<file path="src/rtl/fetch_stage.sv">
// ---------------------------------------------------------------------------
// fetch_stage : IF stage and IF/ID pipeline register of the 16-bit 5-stage
// pipeline. Owns the PC, issues word fetches to the I-cache, absorbs
// multi-cycle misses, holds on decode stalls and redirects on taken branches
// with one architectural delay slot.
//
// Optional feature macro: BRANCH_FLUSH_EN
//   defined   -> the delay-slot word is squashed (bubble, never halts)
//   undefined -> delayed-branch semantics (delay slot executes)
// ---------------------------------------------------------------------------
module fetch_stage #(
    parameter int                  ADDR_W    = 16,
    parameter int                  INSTR_W   = 16,
    parameter logic [ADDR_W-1:0]   RESET_PC  = {ADDR_W{1'b0}},
    parameter logic [INSTR_W-1:0]  NOP_INSTR = {INSTR_W{1'b0}}
) (
    input  logic                clk,
    input  logic                rst,
    output logic                imem_req,
    output logic [ADDR_W-1:0]   imem_addr,
    input  logic                imem_rdy,
    input  logic [INSTR_W-1:0]  imem_data,
    input  logic                stall_id,
    input  logic                branch_taken,
    input  logic [ADDR_W-1:0]   branch_target,
    output logic [ADDR_W-1:0]   pc,
    output logic [INSTR_W-1:0]  ifid_instr,
    output logic [ADDR_W-1:0]   ifid_pc_plus1,
    output logic                ifid_valid,
    output logic                halted
);

`ifdef BRANCH_FLUSH_EN
    localparam logic FLUSH_EN = 1'b1;
`else
    localparam logic FLUSH_EN = 1'b0;
`endif

    localparam logic [3:0] HLT_OPCODE = 4'hF;

    typedef enum logic [1:0] {
        S_FETCH    = 2'd0,
        S_WAIT_MEM = 2'd1,
        S_HALTED   = 2'd2
    } state_t;

    state_t              r_state;
    logic [ADDR_W-1:0]   r_pc;
    logic [INSTR_W-1:0]  r_ifid_instr;
    logic [ADDR_W-1:0]   r_ifid_pc_plus1;
    logic                r_ifid_valid;
    logic                r_halted;
    logic                r_pend_vld;
    logic [ADDR_W-1:0]   r_pend_tgt;

    logic [ADDR_W-1:0]   w_pc_plus1;
    logic                w_deliver;
    logic                w_squash;
    logic                w_is_hlt;
    logic [ADDR_W-1:0]   w_next_pc;

    // Next-PC selection and delivery qualification for the current fetch
    always_comb begin
        w_pc_plus1 = r_pc + {{(ADDR_W-1){1'b0}}, 1'b1};
        w_deliver  = imem_rdy & ~stall_id;
        // A pending redirect means the word in flight is a delay slot, as
        // does a branch resolving in the very cycle the word arrives.
        w_squash   = FLUSH_EN & (r_pend_vld | branch_taken);
        w_is_hlt   = (imem_data[INSTR_W-1 -: 4] == HLT_OPCODE) & ~w_squash;
        if (r_pend_vld) begin
            w_next_pc = r_pend_tgt;
        end else if (branch_taken) begin
            w_next_pc = branch_target;
        end else begin
            w_next_pc = w_pc_plus1;
        end
    end

    // Fetch FSM, PC, pending redirect and IF/ID register
    always_ff @(posedge clk) begin
        if (rst) begin
            r_state         <= S_FETCH;
            r_pc            <= RESET_PC;
            r_ifid_instr    <= NOP_INSTR;
            r_ifid_pc_plus1 <= {ADDR_W{1'b0}};
            r_ifid_valid    <= 1'b0;
            r_halted        <= 1'b0;
            r_pend_vld      <= 1'b0;
            r_pend_tgt      <= {ADDR_W{1'b0}};
        end else begin
            case (r_state)
                S_FETCH, S_WAIT_MEM: begin
                    if (w_deliver) begin
                        r_ifid_instr    <= w_squash ? NOP_INSTR : imem_data;
                        r_ifid_pc_plus1 <= w_pc_plus1;
                        r_ifid_valid    <= ~w_squash;
                        r_pc            <= w_next_pc;
                        r_pend_vld      <= 1'b0;
                        if (w_is_hlt) begin
                            r_state  <= S_HALTED;
                            r_halted <= 1'b1;
                        end else begin
                            r_state  <= S_FETCH;
                        end
                    end else if (imem_rdy) begin
                        // Decode stalled: drop the word and refetch it.
                        r_state <= S_FETCH;
                    end else begin
                        r_state <= S_WAIT_MEM;
                        if (!stall_id) begin
                            r_ifid_instr <= NOP_INSTR;
                            r_ifid_valid <= 1'b0;
                            // First redirect seen during the fetch wins; the
                            // word still in flight is its delay slot.
                            if (branch_taken && !r_pend_vld) begin
                                r_pend_vld <= 1'b1;
                                r_pend_tgt <= branch_target;
                            end else begin
                                r_pend_vld <= r_pend_vld;
                            end
                        end else begin
                            r_ifid_valid <= r_ifid_valid;
                        end
                    end
                end
                S_HALTED: begin
                    r_ifid_instr <= NOP_INSTR;
                    r_ifid_valid <= 1'b0;
                    r_halted     <= 1'b1;
                end
                default: begin
                    r_state <= S_FETCH;
                end
            endcase
        end
    end

    assign imem_req      = ~rst & (r_state != S_HALTED);
    assign imem_addr     = r_pc;
    assign pc            = r_pc;
    assign ifid_instr    = r_ifid_instr;
    assign ifid_pc_plus1 = r_ifid_pc_plus1;
    assign ifid_valid    = r_ifid_valid;
    assign halted        = r_halted;

endmodule
</file>
<file path="config.mk">
export PLATFORM = sky130hd
export DESIGN_NAME = fetch_stage
export DESIGN_NICKNAME = d
export VERILOG_FILES = /design/src/rtl/fetch_stage.sv
export SDC_FILE = /design/constraint.sdc
export NUM_CORES = 1
export LEC_CHECK = 0
export CORE_MARGIN = 2
export CORE_UTILIZATION = 25
export DETAILED_ROUTE_END_ITERATION = 7
export PLACE_DENSITY = 0.5
export SETUP_SLACK_MARGIN = 0.5
export SLEW_MARGIN = 20
export SYNTH_ARGS = -nofsm -noshare
export SYNTH_HDL_FRONTEND = slang
export SYNTH_SLANG_ARGS = --single-unit
</file>
<file path="constraint.sdc">
create_clock -name clk -period 1.8 [get_ports clk]
set_input_delay 0.27 -clock clk [delete_from_list [all_inputs] [get_ports clk]]
set_output_delay 0.27 -clock clk [all_outputs]
set_load 0.01 [all_outputs]
</file>
==> flow_metrics.py, run 1 <==
# Generated from Yosys and OpenROAD reports
metrics = {
    "outcome": {
        "outcome": "finished clean",
    },
    "routing": {
        "via_count": 3534,
        "met2_wirelength_um": 5590,
        "drtIter0Drc": 121,
        "highest_metal_layer_with_signal_wires": "met4",
        "antenna_violating_nets_post_route": 0,
        "met3_wirelength_um": 807,
        "drt-met1-wl_um": 5359,
        "drt-pass1-iter-count": 4,
        "detail_route.wl_per_cell_um": 16.54,
        "drc": 0,
        "detail_route.wirelength_um": 11940,
        "viasPerCell": 4.895,
    },
    "yosys": {
        "synth-adder-area-share_pct": 0.3799,
        "synth.lib_cells_used.distinct": 49,
        "synth_async_sr_flop_share_pct": 0,
        "synth.comb.largest_family": "simple AND/OR/NAND/NOR gates",
        "seq_area_frac_synth_pct": 41.95,
        "edf_count": 0,
        "total_cells_reported_by_yosys_after_synthesis": 392,
        "synth_flop_count": 69,
        "ys.flop_type": "sky130_fd_sc_hd__dfxtp_1",
        "yosys.stat.chipArea_um2": 3293,
        "post_synth_xor_area_fraction_pct": 3.457,
        "synthesis.instances": 392,
        "synth_simple_gate_area_share_pct": 20.90,
        "synth.yosys.warnings": 0,
        "aoi_share_pct": 19.22,
        "yosys.area.top_type_share_pct": 41.95,
        "top_cell": "sky130_fd_sc_hd__dfxtp_1",
        "synth.cells.most_frequent": "sky130_fd_sc_hd__dfxtp_1 (69), sky130_fd_sc_hd__nor2_1 (51), sky130_fd_sc_hd__nand2_1 (37), sky130_fd_sc_hd__o21ai_0 (31), sky130_fd_sc_hd__a21oi_1 (29)",
        "synth.avg_cell_area_um2": 8.401,
        "netlist_top_cells_area": "sky130_fd_sc_hd__dfxtp_1 (42%), sky130_fd_sc_hd__nor2_1 (5.8%), sky130_fd_sc_hd__mux2i_1 (5.5%), sky130_fd_sc_hd__o21ai_0 (4.7%), sky130_fd_sc_hd__a21oi_1 (4.4%)",
        "synthesis.area_um2": 3293,
        "mappedNetlistNets": 430,
        "mux_share_pct": 5.813,
        "yosys.area.top_type": "sky130_fd_sc_hd__dfxtp_1",
    },
    "final_layout": {
        "fill_cells": 1273,
        "final_design_area_no_fill_um2": 5791,
        "finalNetCount": 583,
        "multi_input_comb_area_um2": 1966,
        "diodes": 0,
        "area_growth_syn_to_layout_pct": 75.84,
        "final_cell_mix": "sky130_fd_sc_hd__dfxtp_1 (51), sky130_fd_sc_hd__nor2_1 (46), sky130_fd_sc_hd__dlygate4sd2_1 (45), sky130_fd_sc_hd__buf_4 (40), sky130_fd_sc_hd__nand2_1 (34)",
        "seq_area_share_pct": 24.81,
        "signal_buffers": 186,
        "comb_area_share_pct": 33.95,
        "area_dominant_class": "multi-input combinational cells",
        "layout_top_cell": "sky130_fd_sc_hd__dfxtp_1",
        "area_share_clock_buf_inv_pct": 5.661,
        "final-seq-area_um2": 1436,
        "multi_input_comb_cells": 275,
        "area_share_nonclk_buffers_pct": 31.59,
        "share_of_cells_above_drive_strength_1_pct": 34.18,
        "nNonClkInverters": 4,
    },
    "setup_path": {
        "rr_startpoint": "r_state[1]",
        "crit_path_start_kind": "register",
        "critical_path_cell_count": 5,
        "worst_path_max_delay_cell": "sky130_fd_sc_hd__or4_4",
        "critical_path.max_fanout": 9,
        "cp.buffers_inverters": 1,
        "worst-endpoint-arrival_ns": 1.82,
        "worst_path_dominant_cell_family": "simple AND/OR/NAND/NOR gates",
        "timing.critical_path.from": "r_state[1]",
        "r2r_cells": 5,
        "timing.critical_path.cells": "or4_4 > nor2_8 > buf_12 > mux2i_1 > nor2_1",
        "crit_path_end": "r_pend_tgt[3]",
        "critical-path-max-stage-delay_ns": 0.57,
        "worst_ep_required_time_ns": 2.01,
        "critical_path.reg2reg.endpoint": "r_pend_tgt[3]",
        "worst_setup_path_end_kind": "register",
        "crit_type": "register to register",
        "reg2reg_setup_slack_ns": 0.19,
    },
    "die": {
        "fp.dieArea_um2": 14110,
        "tap-cell-count": 172,
        "floorplanUtilization_pct": 25.89,
        "number_of_cell_rows": 41,
        "area_of_the_placeable_core_um2": 12720,
        "ios": 104,
    },
    "global_route": {
        "gr_peak_layer": "met2",
        "grt_util_all_layers_pct": 15.37,
        "grt_max_degree": 35,
        "gr-usage-met3_pct": 5.019,
        "first_global_vias": 3255,
        "met2_usage_pct": 23.67,
        "grt_first_pass_wirelength_um": 17080,
        "groute.layer.met1.usage_pct": 19.91,
        "gr-total-overflow": 0,
        "initial_antenna_violation_count": 0,
    },
    "final_timing": {
        "max_slew_headroom_at_the_worst_pin_pct": 71.93,
        "tns_ns": 0,
        "setup_repair_after_global_routing_missed_its_margin": "yes",
        "final.hold.worst_slack_ns": 0.3092,
        "report.final.hold_viol_count": 0,
        "setup_viol": 0,
        "worst_slew_pin_slew_ns": 0.4207,
        "clock_skew_ns": 0.006815,
        "final_worst_setup_slack_ns": 0.1885,
        "final_period_minus_worst_setup_slack_ns": 1.612,
        "timing.final.crit_share_pct": 89.53,
        "final_max_slew_viol_count": 0,
        "timing.fmax_mhz": 620.5,
    },
    "cts": {
        "clock_tree_from_tritoncts": "yes",
        "h_tree_depth": 3,
        "clock_pin_slew_of_the_registers_on_the_worst_case_setup_and_hold_paths_ns": 0.06,
        "cts_post_setup_buffers_inserted": 24,
        "cts_repair_resize_count": 135,
        "cts_buffers": 9,
        "cts_buffer_depth": 2,
        "cts_sinks": 69,
        "clock-root-buffer": "sky130_fd_sc_hd__clkbuf_16",
        "cts_hold_repair.buffers": 0,
        "clock_insertion_delay_worst_skew_ns": 0.34,
    },
    "pwr": {
        "p_leak_nw": 2.446,
        "power.ir.vdd_worst_uv": 429.2,
        "overall_power_after_layout_mw": 4.393,
        "cellPowerDensity_nw_per_um2": 758.7,
    },
    "hold_path": {
        "hold_class": "input port to register",
        "hold-path-cell-count": 2,
        "hp-start": "imem_rdy",
    },
    "placed_design": {
        "place_ws_ns": -0.2128,
        "placement.cell_area_um2": 4621,
        "gp_congestion": 0.7916,
        "hpwl_um": 7150,
    },
    "job": {
        "openroad.warnings": 29,
        "max-cap-violations": 0,
    },
}
-- run 1: state kept, by name (all words and copies together) (netlist names) --
name and cells:
r_pend_tgt 16, imem_addr 16, ifid_instr 16, ifid_valid 1, halted 1, r_state 2
r_pend_vld 1, ifid_pc_plus1 16
-- run 1: stage by stage --
step                      instances  utilization (%)
after floorplan                 392                -
after global placement          649            36.32
after detailed placement        649            36.32
after CTS                       692            40.99
after global routing            722            45.52
final                           722            45.52
-- run 1: worst min-delay path by stage --
stage / end / slack (ns)
floorplan: r_state[0] / 0.35
global placement: halted / 0.46
detailed placement: halted / 0.46
CTS: r_state[0] / 0.29
global route: r_state[0] / 0.33
finish: r_state[0] / 0.31
-- run 1: power breakdown --
group / internal (mW) / switching (mW)
registers: 1.59 / 0.0677
clock network: 1.29 / 0.680
logic: 0.413 / 0.353
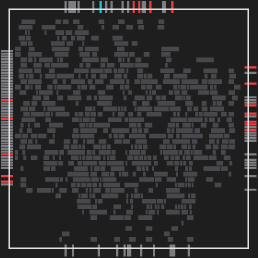
Figure 1: run 1, pin map.
(2 px per um) Pins as bars across the die edge, other pins in grey.
ifid_pc_plus1: marked red, pins 16, direction output, edge 7 east, 5 west, 4 north. halted: marked cyan, pins 1, direction output, edge north.
Die Span X: 118.8 um
Buffers on Ports: 103
height of the chip: 118.8 um

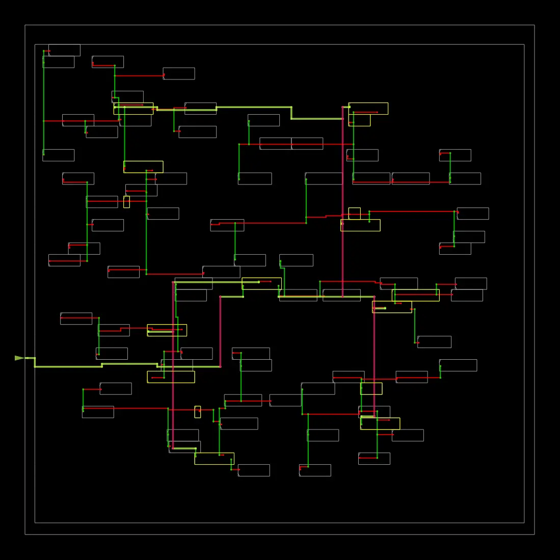
Figure 2: run 1, clock wiring as the flow saved it.
flip-flop and latch count: 69
final-layout clock buffer total: 13

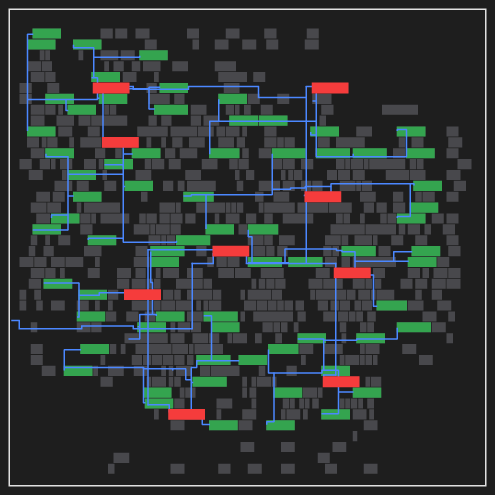
Figure 3: run 1, clock distribution.
(4 px per um)
clock wires: marked blue, length 1060 um. cells driving clock nets: marked red, count 9. flip-flops: marked green, count 69.
There are 10 routed clock nets.

==> run 1 -> run 2 <==
Settings changed: ABC_CLOCK_PERIOD_IN_PS set to 1800, PLACE_DENSITY 0.5 to not set, PLACE_DENSITY_LB_ADDON set to 0.05.
==> flow_metrics.py, run 2 <==
# Generated from Yosys and OpenROAD reports
metrics = {
    "die": {
        "die_span_x_um": 118.8,
        "floorplan.die.height_um": 118.8,
        "number_of_cell_rows": 41,
        "fp.dieArea_um2": 14110,
        "floorplanUtilization_pct": 25.89,
        "tap-cell-count": 172,
        "area_of_the_placeable_core_um2": 12720,
    },
    "cts": {
        "h_tree_depth": 3,
        "cts_repair_resize_count": 199,
        "cts_sinks": 69,
        "clock_pin_slew_of_the_registers_on_the_worst_case_setup_and_hold_paths_ns": 0.06,
        "cts_hold_repair.buffers": 0,
        "clock-root-buffer": "sky130_fd_sc_hd__clkbuf_16",
        "clock_insertion_delay_worst_skew_ns": 0.34,
    },
    "global_route": {
        "grt_max_degree": 28,
        "gr_peak_layer": "met2",
        "gr-total-overflow": 0,
        "initial_antenna_violation_count": 0,
        "first_global_vias": 3340,
        "grt_util_all_layers_pct": 16.50,
        "groute.layer.met1.usage_pct": 21.83,
    },
    "routing": {
        "drtIter0Drc": 141,
        "met3_wirelength_um": 696,
        "drt-pass1-iter-count": 4,
        "viasPerCell": 4.779,
        "met2_wirelength_um": 5603,
    },
    "setup_path": {
        "worst-endpoint-arrival_ns": 1.83,
        "worst_path_max_delay_cell": "sky130_fd_sc_hd__or4_4",
        "reg2reg_setup_slack_ns": 0.19,
        "crit_type": "register to register",
        "critical_path.max_fanout": 7,
        "timing.critical_path.from": "r_pend_vld",
        "timing.critical_path.cells": "or4_4 > nor2_8 > buf_12 > mux2i_1 > nor2_1",
        "worst_path_dominant_cell_family": "simple AND/OR/NAND/NOR gates",
        "rr_startpoint": "r_pend_vld",
        "r2r_cells": 5,
        "worst_ep_required_time_ns": 2.02,
        "critical_path.reg2reg.endpoint": "r_pend_tgt[12]",
        "critical_path_cell_count": 5,
    },
    "final_timing": {
        "setup_viol": 0,
        "timing.fmax_mhz": 620.5,
        "final_max_slew_viol_count": 0,
        "max_slew_headroom_at_the_worst_pin_pct": 67.22,
        "setup_repair_after_global_routing_missed_its_margin": "yes",
        "clock_skew_ns": 0.003462,
        "worst_slew_pin_slew_ns": 0.4912,
        "final_period_minus_worst_setup_slack_ns": 1.612,
        "timing.final.crit_share_pct": 89.54,
    },
    "yosys": {
        "synth_simple_gate_area_share_pct": 20.90,
        "yosys.area.top_type": "sky130_fd_sc_hd__dfxtp_1",
        "mux_share_pct": 5.813,
        "synth_async_sr_flop_share_pct": 0,
        "yosys.stat.chipArea_um2": 3293,
        "total_cells_reported_by_yosys_after_synthesis": 392,
        "synth.lib_cells_used.distinct": 49,
        "ys.flop_type": "sky130_fd_sc_hd__dfxtp_1",
        "seq_area_frac_synth_pct": 41.95,
        "edf_count": 0,
        "yosys.area.top_type_share_pct": 41.95,
        "synth.yosys.warnings": 0,
        "synth.cells.most_frequent": "sky130_fd_sc_hd__dfxtp_1 (69), sky130_fd_sc_hd__nor2_1 (51), sky130_fd_sc_hd__nand2_1 (37), sky130_fd_sc_hd__o21ai_0 (31), sky130_fd_sc_hd__a21oi_1 (29)",
        "synthesis.instances": 392,
        "synth-adder-area-share_pct": 0.3799,
        "netlist_top_cells_area": "sky130_fd_sc_hd__dfxtp_1 (42%), sky130_fd_sc_hd__nor2_1 (5.8%), sky130_fd_sc_hd__mux2i_1 (5.5%), sky130_fd_sc_hd__o21ai_0 (4.7%), sky130_fd_sc_hd__a21oi_1 (4.4%)",
    },
    "final_layout": {
        "share_of_cells_above_drive_strength_1_pct": 41.19,
        "seq_area_share_pct": 23.58,
        "final_cell_mix": "sky130_fd_sc_hd__buf_4 (60), sky130_fd_sc_hd__dfxtp_1 (51), sky130_fd_sc_hd__nor2_1 (47), sky130_fd_sc_hd__dlygate4sd2_1 (39), sky130_fd_sc_hd__nand2_1 (34)",
        "nNonClkInverters": 4,
        "multi_input_comb_cells": 276,
        "post-route-util_pct": 47.88,
        "area_growth_syn_to_layout_pct": 84.95,
        "n_clock_buffer": 10,
        "multi_input_comb_area_um2": 2135,
    },
    "placed_design": {
        "hpwl_um": 7627,
        "post-place-cells": 666,
        "io_buffers": 103,
    },
    "outcome": {
        "outcome": "finished clean",
    },
    "hold_path": {
        "hold-path-endpoint": "ifid_instr[11]",
        "hp-start": "rst",
        "hold-path-cell-count": 2,
    },
    "pwr": {
        "cellPowerDensity_nw_per_um2": 754.3,
        "p_seq_mw": 1.66,
        "power.ir.vdd_worst_uv": 417.0,
        "p_clk_share_pct": 46.2,
        "netSwitchingFraction_pct": 24.62,
        "power_frac_seq_pct": 36.1,
    },
    "job": {
        "max-cap-violations": 0,
    },
}
==> run 2: logic make-up after synthesis <==
| kind of cell | count (synthesis) |
|---|---|
| AND-OR/OR-AND | 103 |
| adder cells (fa/ha/maj) | 1 |
| XOR/XNOR | 13 |
| buffers and inverters | 50 |
| AND/OR/NAND/NOR | 137 |
| flip-flops | 69 |
| multiplexers | 19 |
==> run 2: through the flow <==
stage / hold slack [ns] / setup TNS, ns / cell area (um^2) / worst slack (ns)
6_report: 0.2503 / 0 / 6091 / 0.1883
5_1_grt: 0.2441 / 0 / 6091 / 0.1326
4_1_cts: 0.2294 / 0 / 5587 / 0.1834
3_5_place_dp: 0.4483 / -3.642 / 4748 / -0.2336
3_3_place_gp: 0.4398 / -3.055 / 4748 / -0.1789
2_1_floorplan: 0.3468 / 0 / 3458 / 0.2342
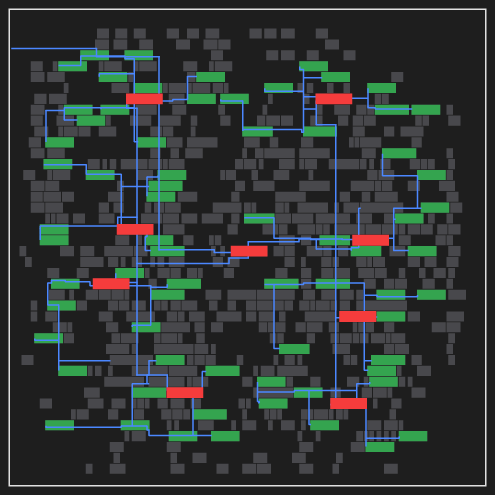
Figure 4: run 2, clock distribution.
(4 px per um)
flip-flops: marked green, count 69. clock wires: marked blue, length 1070 um. cells driving clock nets: marked red, count 9.
Position of the flops: all over the die.

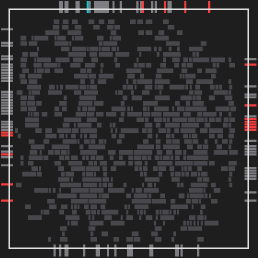
Figure 5: run 2, pin map.
(2 px per um) Pins as bars across the die edge, other pins in grey.
ifid_pc_plus1: marked red, pins 16, direction output, edge 7 east, 5 west, 4 north. halted: marked cyan, pins 1, direction output, edge north.
All pins by edge: 34 west, 28 north, 24 east, 18 south.

==> run 2 -> run 3 <==
Settings changed: CAP_MARGIN set to 10.
==> flow_metrics.py, run 3 <==
# Generated from Yosys and OpenROAD reports
metrics = {
    "outcome": {
        "outcome": "finished clean",
    },
    "setup_path": {
        "r2r_cells": 5,
        "worst_setup_path_end_kind": "register",
        "worst_ep_required_time_ns": 2.02,
        "rr_startpoint": "r_pend_vld",
        "critical-path-max-stage-delay_ns": 0.55,
        "worst_path_max_delay_cell": "sky130_fd_sc_hd__or4_4",
        "critical_path.reg2reg.endpoint": "r_pend_tgt[12]",
        "crit_path_start_kind": "register",
        "critical_path.max_fanout": 7,
        "cp.buffers_inverters": 1,
        "crit_path_end": "r_pend_tgt[12]",
        "timing.critical_path.cells": "or4_4 > nor2_8 > buf_12 > mux2i_1 > nor2_1",
        "reg2reg_setup_slack_ns": 0.19,
        "worst-endpoint-arrival_ns": 1.83,
        "worst_path_dominant_cell_family": "simple AND/OR/NAND/NOR gates",
    },
    "hold_path": {
        "hold-path-cell-count": 2,
        "hold_class": "input port to register",
        "hold-path-endpoint": "ifid_instr[11]",
        "hp-start": "rst",
    },
    "yosys": {
        "aoi_share_pct": 19.22,
        "netlist_top_cells_area": "sky130_fd_sc_hd__dfxtp_1 (42%), sky130_fd_sc_hd__nor2_1 (5.8%), sky130_fd_sc_hd__mux2i_1 (5.5%), sky130_fd_sc_hd__o21ai_0 (4.7%), sky130_fd_sc_hd__a21oi_1 (4.4%)",
        "synthesis.area_um2": 3293,
        "post_synth_xor_area_fraction_pct": 3.457,
        "synthesis.instances": 392,
        "yosys.area.top_type_share_pct": 41.95,
        "synth.cells.most_frequent": "sky130_fd_sc_hd__dfxtp_1 (69), sky130_fd_sc_hd__nor2_1 (51), sky130_fd_sc_hd__nand2_1 (37), sky130_fd_sc_hd__o21ai_0 (31), sky130_fd_sc_hd__a21oi_1 (29)",
        "ys.flop_type": "sky130_fd_sc_hd__dfxtp_1",
        "synth.avg_cell_area_um2": 8.401,
        "mappedNetlistNets": 430,
        "synth_flop_count": 69,
        "yosys.stat.chipArea_um2": 3293,
        "edf_count": 0,
        "mux_share_pct": 5.813,
        "synth-adder-area-share_pct": 0.3799,
    },
    "final_timing": {
        "max_slew_headroom_at_the_worst_pin_pct": 67.22,
        "final_period_minus_worst_setup_slack_ns": 1.612,
        "final_max_slew_viol_count": 0,
        "timing.fmax_mhz": 620.5,
        "final.hold.worst_slack_ns": 0.2503,
        "report.final.hold_viol_count": 0,
        "worst_slew_pin_slew_ns": 0.4912,
        "setup_viol": 0,
        "clock_skew_ns": 0.003462,
        "setup_repair_after_global_routing_missed_its_margin": "yes",
    },
    "pwr": {
        "switchingPower_mw": 1.131,
        "p_clk_share_pct": 46.2,
        "dominant_power_group": "the clock network",
        "overall_power_after_layout_mw": 4.594,
        "power.clock.total_mw": 2.12,
        "pwr-share-comb_pct": 17.8,
        "comb_power_mw": 0.816,
        "cellPowerDensity_nw_per_um2": 754.3,
        "intPower_mw": 3.463,
        "netSwitchingFraction_pct": 24.62,
        "power.ir.vdd_worst_uv": 417.0,
    },
    "global_route": {
        "grt_util_all_layers_pct": 16.50,
        "gr-usage-met3_pct": 3.813,
        "gr-total-overflow": 0,
        "first_global_vias": 3340,
        "grt_max_degree": 28,
        "met2_usage_pct": 25.93,
        "gr_peak_layer": "met2",
    },
    "routing": {
        "drtIter0Drc": 141,
        "detail_route.wl_per_cell_um": 16.34,
        "drc": 0,
        "via_count": 3560,
        "highest_metal_layer_with_signal_wires": "met4",
        "viasPerCell": 4.779,
        "detail_route.wirelength_um": 12170,
        "met3_wirelength_um": 696,
        "met2_wirelength_um": 5603,
        "antenna_violating_nets_post_route": 0,
    },
    "cts": {
        "cts_buffer_depth": 2,
        "h_tree_depth": 3,
        "cts_sinks": 69,
        "clock_pin_slew_of_the_registers_on_the_worst_case_setup_and_hold_paths_ns": 0.06,
        "cts_buffers": 9,
        "cts_hold_repair.buffers": 0,
    },
    "die": {
        "ios": 104,
        "area_of_the_placeable_core_um2": 12720,
        "number_of_cell_rows": 41,
        "floorplanUtilization_pct": 25.89,
        "fp.dieArea_um2": 14110,
    },
    "final_layout": {
        "final-seq-area_um2": 1436,
        "area_growth_syn_to_layout_pct": 84.95,
        "final_cell_mix": "sky130_fd_sc_hd__buf_4 (60), sky130_fd_sc_hd__dfxtp_1 (51), sky130_fd_sc_hd__nor2_1 (47), sky130_fd_sc_hd__dlygate4sd2_1 (39), sky130_fd_sc_hd__nand2_1 (34)",
        "share_of_cells_above_drive_strength_1_pct": 41.19,
        "layout_top_cell": "sky130_fd_sc_hd__buf_4",
        "fill_cells": 1251,
        "finalNetCount": 606,
        "diodes": 0,
    },
    "job": {
        "openroad.warnings": 29,
        "max-cap-violations": 0,
    },
    "placed_design": {
        "placement.cell_area_um2": 4748,
        "hpwl_um": 7627,
    },
}
[run 3: cell counts in the layout (fill, tap and decap cells not counted)]
Identical to the previous run, type by type.
[run 3: through the flow]
stage                     TNS, ns  setup slack, ns
final                           0           0.1883
after global routing            0           0.1326
after CTS                       0           0.1834
after detailed placement   -3.642          -0.2336
after global placement     -3.055          -0.1789
after floorplan                 0           0.2342
[run 3: final cells by class]
class / count / area share, %
sequential: 69 / 23.58
inverter: 4 / 0.2465
timing repair buffer: 208 / 31.72
tap: 172 / 3.533
multi-input combinational: 276 / 35.05
clock inverter: 6 / 1.767
clock buffer: 10 / 4.108
[run 3: timing repair]
item,in CTS,in global routing
buffers inserted,23,30
endpoints found under the setup margin,134,86
cloned,7,3
gates resized,199,91
pin swaps,41,48
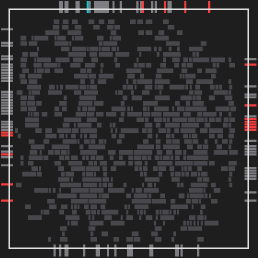
Figure 6: run 3, pin map.
(2 px per um) Pins as bars across the die edge, other pins in grey.
halted: marked cyan, pins 1, direction output, edge north. ifid_pc_plus1: marked red, pins 16, direction output, edge 7 east, 5 west, 4 north.
All pins by edge: 34 west, 28 north, 24 east, 18 south.

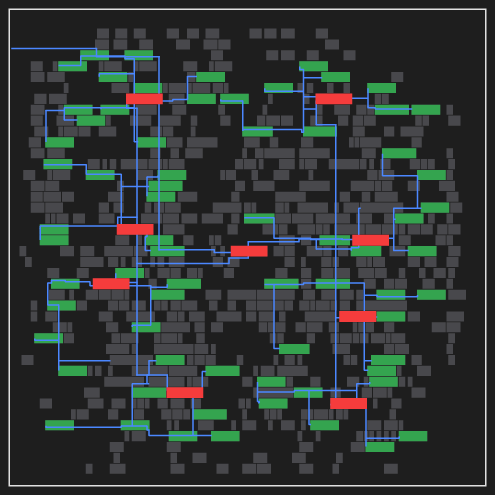
Figure 7: run 3, clock distribution.
(4 px per um)
cells driving clock nets: marked red, count 9. flip-flops: marked green, count 69. clock wires: marked blue, length 1070 um.
There are 10 routed clock nets. Position of the flops: all over the die.

No activity file was given, so power comes from the tool's default toggle rates.
